<file path="src/rtl/hazard_scoreboard_ctrl.sv">
// Decode-stage sequencer: per-register writeback scoreboard plus SR pending count,
// gating ID->EX issue on RAW/SR hazards, memory wait and taken-branch flushes.

module hsb_cnt #(
    parameter int CNT_W = 2
) (
    input  logic clk,
    input  logic rst,
    input  logic inc,
    input  logic dec,
    output logic nz,
    output logic full
);
    localparam logic [CNT_W-1:0] MAX = '1;

    logic [CNT_W-1:0] cnt;

    // Simultaneous inc/dec nets to zero; dec at 0 and inc at MAX both hold.
    always_ff @(posedge clk) begin
        if (!rst)
            cnt <= '0;
        else if (inc && !dec && cnt != MAX)
            cnt <= cnt + CNT_W'(1);
        else if (dec && !inc && cnt != '0)
            cnt <= cnt - CNT_W'(1);
    end

    assign nz   = (cnt != '0);
    assign full = (cnt == MAX);
endmodule

module hazard_scoreboard_ctrl #(
    parameter int CNT_W     = 2,
    parameter int FLUSH_CYC = 1,
    parameter int PERF_W    = 16
) (
    input  logic              clk,
    input  logic              rst,
    input  logic              id_valid,
    input  logic [3:0]        id_src1,
    input  logic              id_src1_used,
    input  logic [3:0]        id_src2,
    input  logic              id_src2_used,
    input  logic              id_wb_en,
    input  logic [3:0]        id_dest,
    input  logic              id_s,
    input  logic              id_cond_sr,
    input  logic              wb_wb_en,
    input  logic [3:0]        wb_dest,
    input  logic              sr_retire,
    input  logic              branch_taken,
    input  logic              mem_busy,
    output logic              freeze,
    output logic              flush,
    output logic              issue,
    output logic [15:0]       pend_map,
    output logic              sr_pending,
    output logic [PERF_W-1:0] stall_cycles
);
    localparam int FC_W = (FLUSH_CYC > 1) ? $clog2(FLUSH_CYC) : 1;
    localparam logic [FC_W-1:0] FLUSH_RELOAD = FC_W'(FLUSH_CYC - 1);

    localparam logic [1:0] S_RUN     = 2'd0;
    localparam logic [1:0] S_FLUSH   = 2'd1;
    localparam logic [1:0] S_MEMWAIT = 2'd2;

    logic [1:0]      state, state_nxt;
    logic [FC_W-1:0] flush_cnt, flush_cnt_nxt;
    logic [15:0]     full_map;
    logic            sr_full;
    logic            haz;
    logic            frz_c, flush_c, issue_c;

    for (genvar r = 0; r < 16; r++) begin : g_reg
        hsb_cnt #(.CNT_W(CNT_W)) u_cnt (
            .clk  (clk),
            .rst  (rst),
            .inc  (issue & id_wb_en & (id_dest == 4'(r))),
            .dec  (wb_wb_en & (wb_dest == 4'(r))),
            .nz   (pend_map[r]),
            .full (full_map[r])
        );
    end

    hsb_cnt #(.CNT_W(CNT_W)) u_sr_cnt (
        .clk  (clk),
        .rst  (rst),
        .inc  (issue & id_s),
        .dec  (sr_retire),
        .nz   (sr_pending),
        .full (sr_full)
    );

    // Registered counts only: a WB landing this cycle does not clear the hazard until next cycle.
    assign haz = id_valid & ((id_src1_used & pend_map[id_src1])
                           | (id_src2_used & pend_map[id_src2])
                           | (id_cond_sr   & sr_pending)
                           | (id_wb_en     & full_map[id_dest])
                           | (id_s         & sr_full));

    always_comb begin
        state_nxt     = state;
        flush_cnt_nxt = flush_cnt;
        frz_c         = 1'b0;
        flush_c       = 1'b0;
        issue_c       = 1'b0;
        if (branch_taken) begin
            flush_c       = 1'b1;
            flush_cnt_nxt = FLUSH_RELOAD;
            state_nxt     = (FLUSH_CYC == 1) ? S_RUN : S_FLUSH;
        end else if (state == S_FLUSH) begin
            // The branch cycle itself was the first flush cycle.
            flush_c       = 1'b1;
            flush_cnt_nxt = flush_cnt - FC_W'(1);
            if (flush_cnt <= FC_W'(1))
                state_nxt = S_RUN;
        end else if (mem_busy) begin
            frz_c     = 1'b1;
            state_nxt = S_MEMWAIT;
        end else begin
            frz_c     = haz;
            issue_c   = id_valid & ~haz;
            state_nxt = S_RUN;
        end
    end

    assign freeze = rst & frz_c;
    assign flush  = rst & flush_c;
    assign issue  = rst & issue_c;

    always_ff @(posedge clk) begin
        if (!rst) begin
            state        <= S_RUN;
            flush_cnt    <= '0;
            stall_cycles <= '0;
        end else begin
            state     <= state_nxt;
            flush_cnt <= flush_cnt_nxt;
            if (freeze && stall_cycles != '1)
                stall_cycles <= stall_cycles + PERF_W'(1);
        end
    end
endmodule

</file>
<file path="config.mk">
export PLATFORM = sky130hd
export DESIGN_NAME = hazard_scoreboard_ctrl
export DESIGN_NICKNAME = d
export VERILOG_FILES = /design/src/rtl/hazard_scoreboard_ctrl.sv
export SDC_FILE = /design/constraint.sdc
export NUM_CORES = 1
export LEC_CHECK = 0
export CAP_MARGIN = 20
export CORE_UTILIZATION = 58
export DETAILED_ROUTE_END_ITERATION = 12
export PLACE_DENSITY = 0.87
export SETUP_SLACK_MARGIN = 0.3
export SYNTH_ARGS = -nofsm -noshare
export SYNTH_HDL_FRONTEND = slang
export SYNTH_SLANG_ARGS = --single-unit
</file>
<file path="constraint.sdc">
create_clock -name clk -period 6.5 [get_ports clk]
set_input_delay 1.3 -clock clk [delete_from_list [all_inputs] [get_ports clk]]
set_output_delay 1.3 -clock clk [all_outputs]
set_load 0.02 [all_outputs]
</file>
Figure 1. Local utilization.
Bar = 20 µm. The die is cut into 8 by 8 equal tiles; dark blue is low, red is high, 0 to 100% covered.
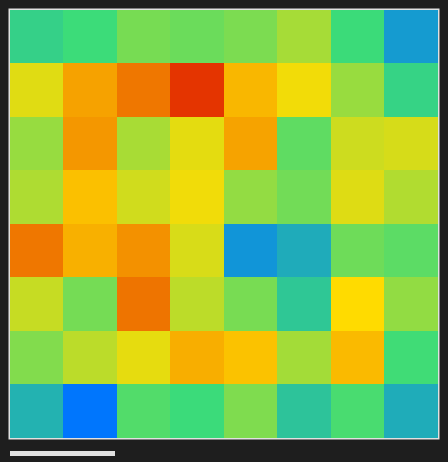
- tiles over 75% full: 23%
- fullest tile: 94%
- mean over tiles: 63%

Figure 2. Routing congestion map.
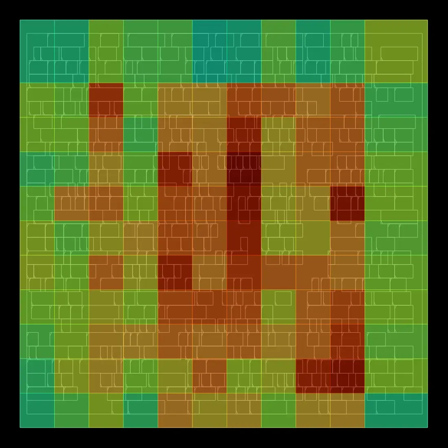
Util after Layout: 71.1%
total track usage: 30.8%
GR Util met3: 4.67%
GR peak layer: met2
GR Util met2: 53.6%

==> results.tsv <==
metric	value	unit
Yosys Instances	476	
initial antenna violation count	0	
Max-Cap Viols	0	
Setup Buffers After CTS	0	
Gate Area	2410	µm²
clock buffers	6	
Clk Latency, worst-skew pair	310	ps
Setup Crit Path Kind	input pin to output pin	
Synthesis Warnings	0	
initial drt markers	403	
final hold violation count	0	
Largest logic family	simple AND/OR/NAND/NOR gates	
AND-OR/OR-AND Cells, Area Fraction	22.3	%
DRT antenna net count	0	
R2R cell count	9	
Total Nets Final	540	
clk sink count	50	
DR WL met2	4960	µm
Die ar.	6650	µm²
largest net degree at the start of global routing	45	
Leakage	1.53	nW
M1 wire length	4350	µm
Synth Net Count	505	
CP arrival	4520	ps
Internal	0.000419	W
Top cells excl fill/tap	63 x clkdlybuf4s50_1, 50 x dfxtp_1, 48 x nand2_1	
Max VDD drop	0.108	mV
Yosys reg bits	50	
worst hold path class	flop to flop	
top-area cell type share of the netlist area	27.3	%
Combinational Power Share	16.9	%
Port Buffers	63	
final wirelength	10300	µm
FF-to-FF Start	g_reg[5].u_cnt.cnt[0]	
Clock group	0.000179	W
Synth Cell Area	3670	µm²
Psw	0.000166	W
Worst R2R Setup Slack	3140	ps
Comb area share	56.3	%
XOR Share, Synth	0.716	%
NonClk Buf Share	15.4	%
DR pass1 iterations	5	
most frequent logic cell in the layout	clkdlybuf4s50_1	
worst-path cell chain	clkdlybuf4s50_1 -> nor2_1 -> a221oi_1 -> nand2_1 -> a41oi_1 -> or4_1 -> a21oi_1 -> nor3_1 -> clkdlybuf4s50_1	
CP Data Required Time	5200	ps
FILL cells	490	
routed len/inst	17.6	µm
outcome	complete, no violations	
power density cells	137	nW/µm²
Slew headroom	55.2	%
crit path launch	id_dest[1]	
ClkCell Share	1.87	%
adder share	0.341	%
Post-synth EDFFs	0	
Reg area	1000	µm²
Seq/total area	23.4	%
top cells, area	dfxtp_1 27%, nand2_1 4.9%, o21ai_0 4.1%	
hold depth	2	
fin crit share	89.5	%
synthesized area per cell	7.71	µm²
highest-power group	registers	
Worst R2R End	g_reg[13].u_cnt.cnt[0]	
largest area contributor in the netlist	dfxtp_1	
CP Capture Point	freeze	
vias	3814	
CP max-delay cell	clkdlybuf4s50_1	
FP Core Util	60.9	%
first-pass GRT wire length	15800	µm
Reg clk slew, reported paths	90	ps
Figure 3. Cells by drive strength.
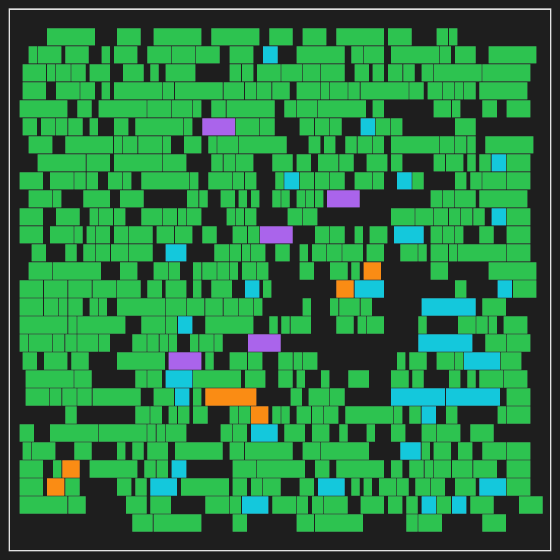
- drive 3 to 4: orange (cells 6; share 1.2%)
- drive 6 and up: purple (cells 5; share 0.98%)
- drive 2: cyan (cells 29; share 5.7%)
- drive 1 or less: green (cells 471; share 92%)

Figure 4. Cell classes on the final placement.
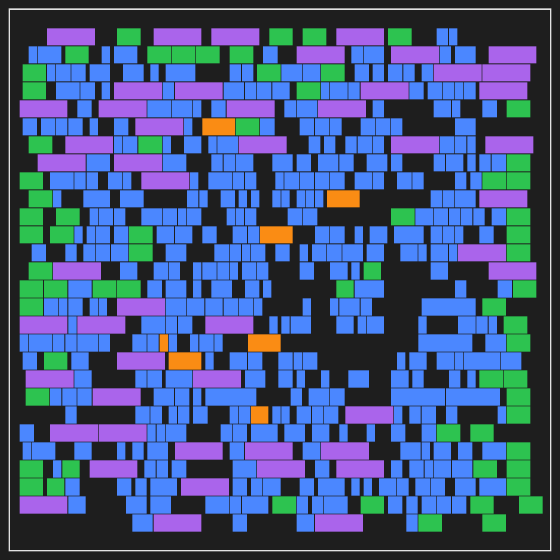
- all other logic: blue (cells 387; share of their area 58%)
- clock drivers and dummy loads: orange (cells 7; share of their area 1.9%)
- other buffers and delay cells: green (cells 67; share of their area 16%)
- flip-flops: purple (cells 50; share of their area 24%)

## stage by stage
stage	total power (W)	utilization [%]	cell area, µm²	cells	hold slack [ps]
final	0.000585	71.1	4280	586	490
after CTS	0.000585	71.1	4280	586	494
after global placement	0.000409	69.7	4200	579	464
after global routing	0.000604	71.1	4280	586	517
after detailed placement	0.000411	69.7	4200	579	481
after floorplan	0.000376	-	3670	476	467
## worst register-to-register path: cells and delay by family, from the launching register on
kind	cells	cell delay [ps]
simple gates	3	1240
mux	2	870
compound gates	3	480
flops	1	390
buf+inv	1	290
## per-layer routing
layer	up-vias	global-route usage [%]
li1	1826	-
met1	1792	38.8
met2	175	53.6
met3	21	4.67
met4	0	10.2
met5	-	0
## flip-flops by register name, summed over array words and instances, names as in the netlist
signal / count
u_sr_cnt.cnt: 2
g.u_cnt.cnt: 32
stall_cycles: 16
Power figures rest on the tool's default switching activity, not on a simulated workload.
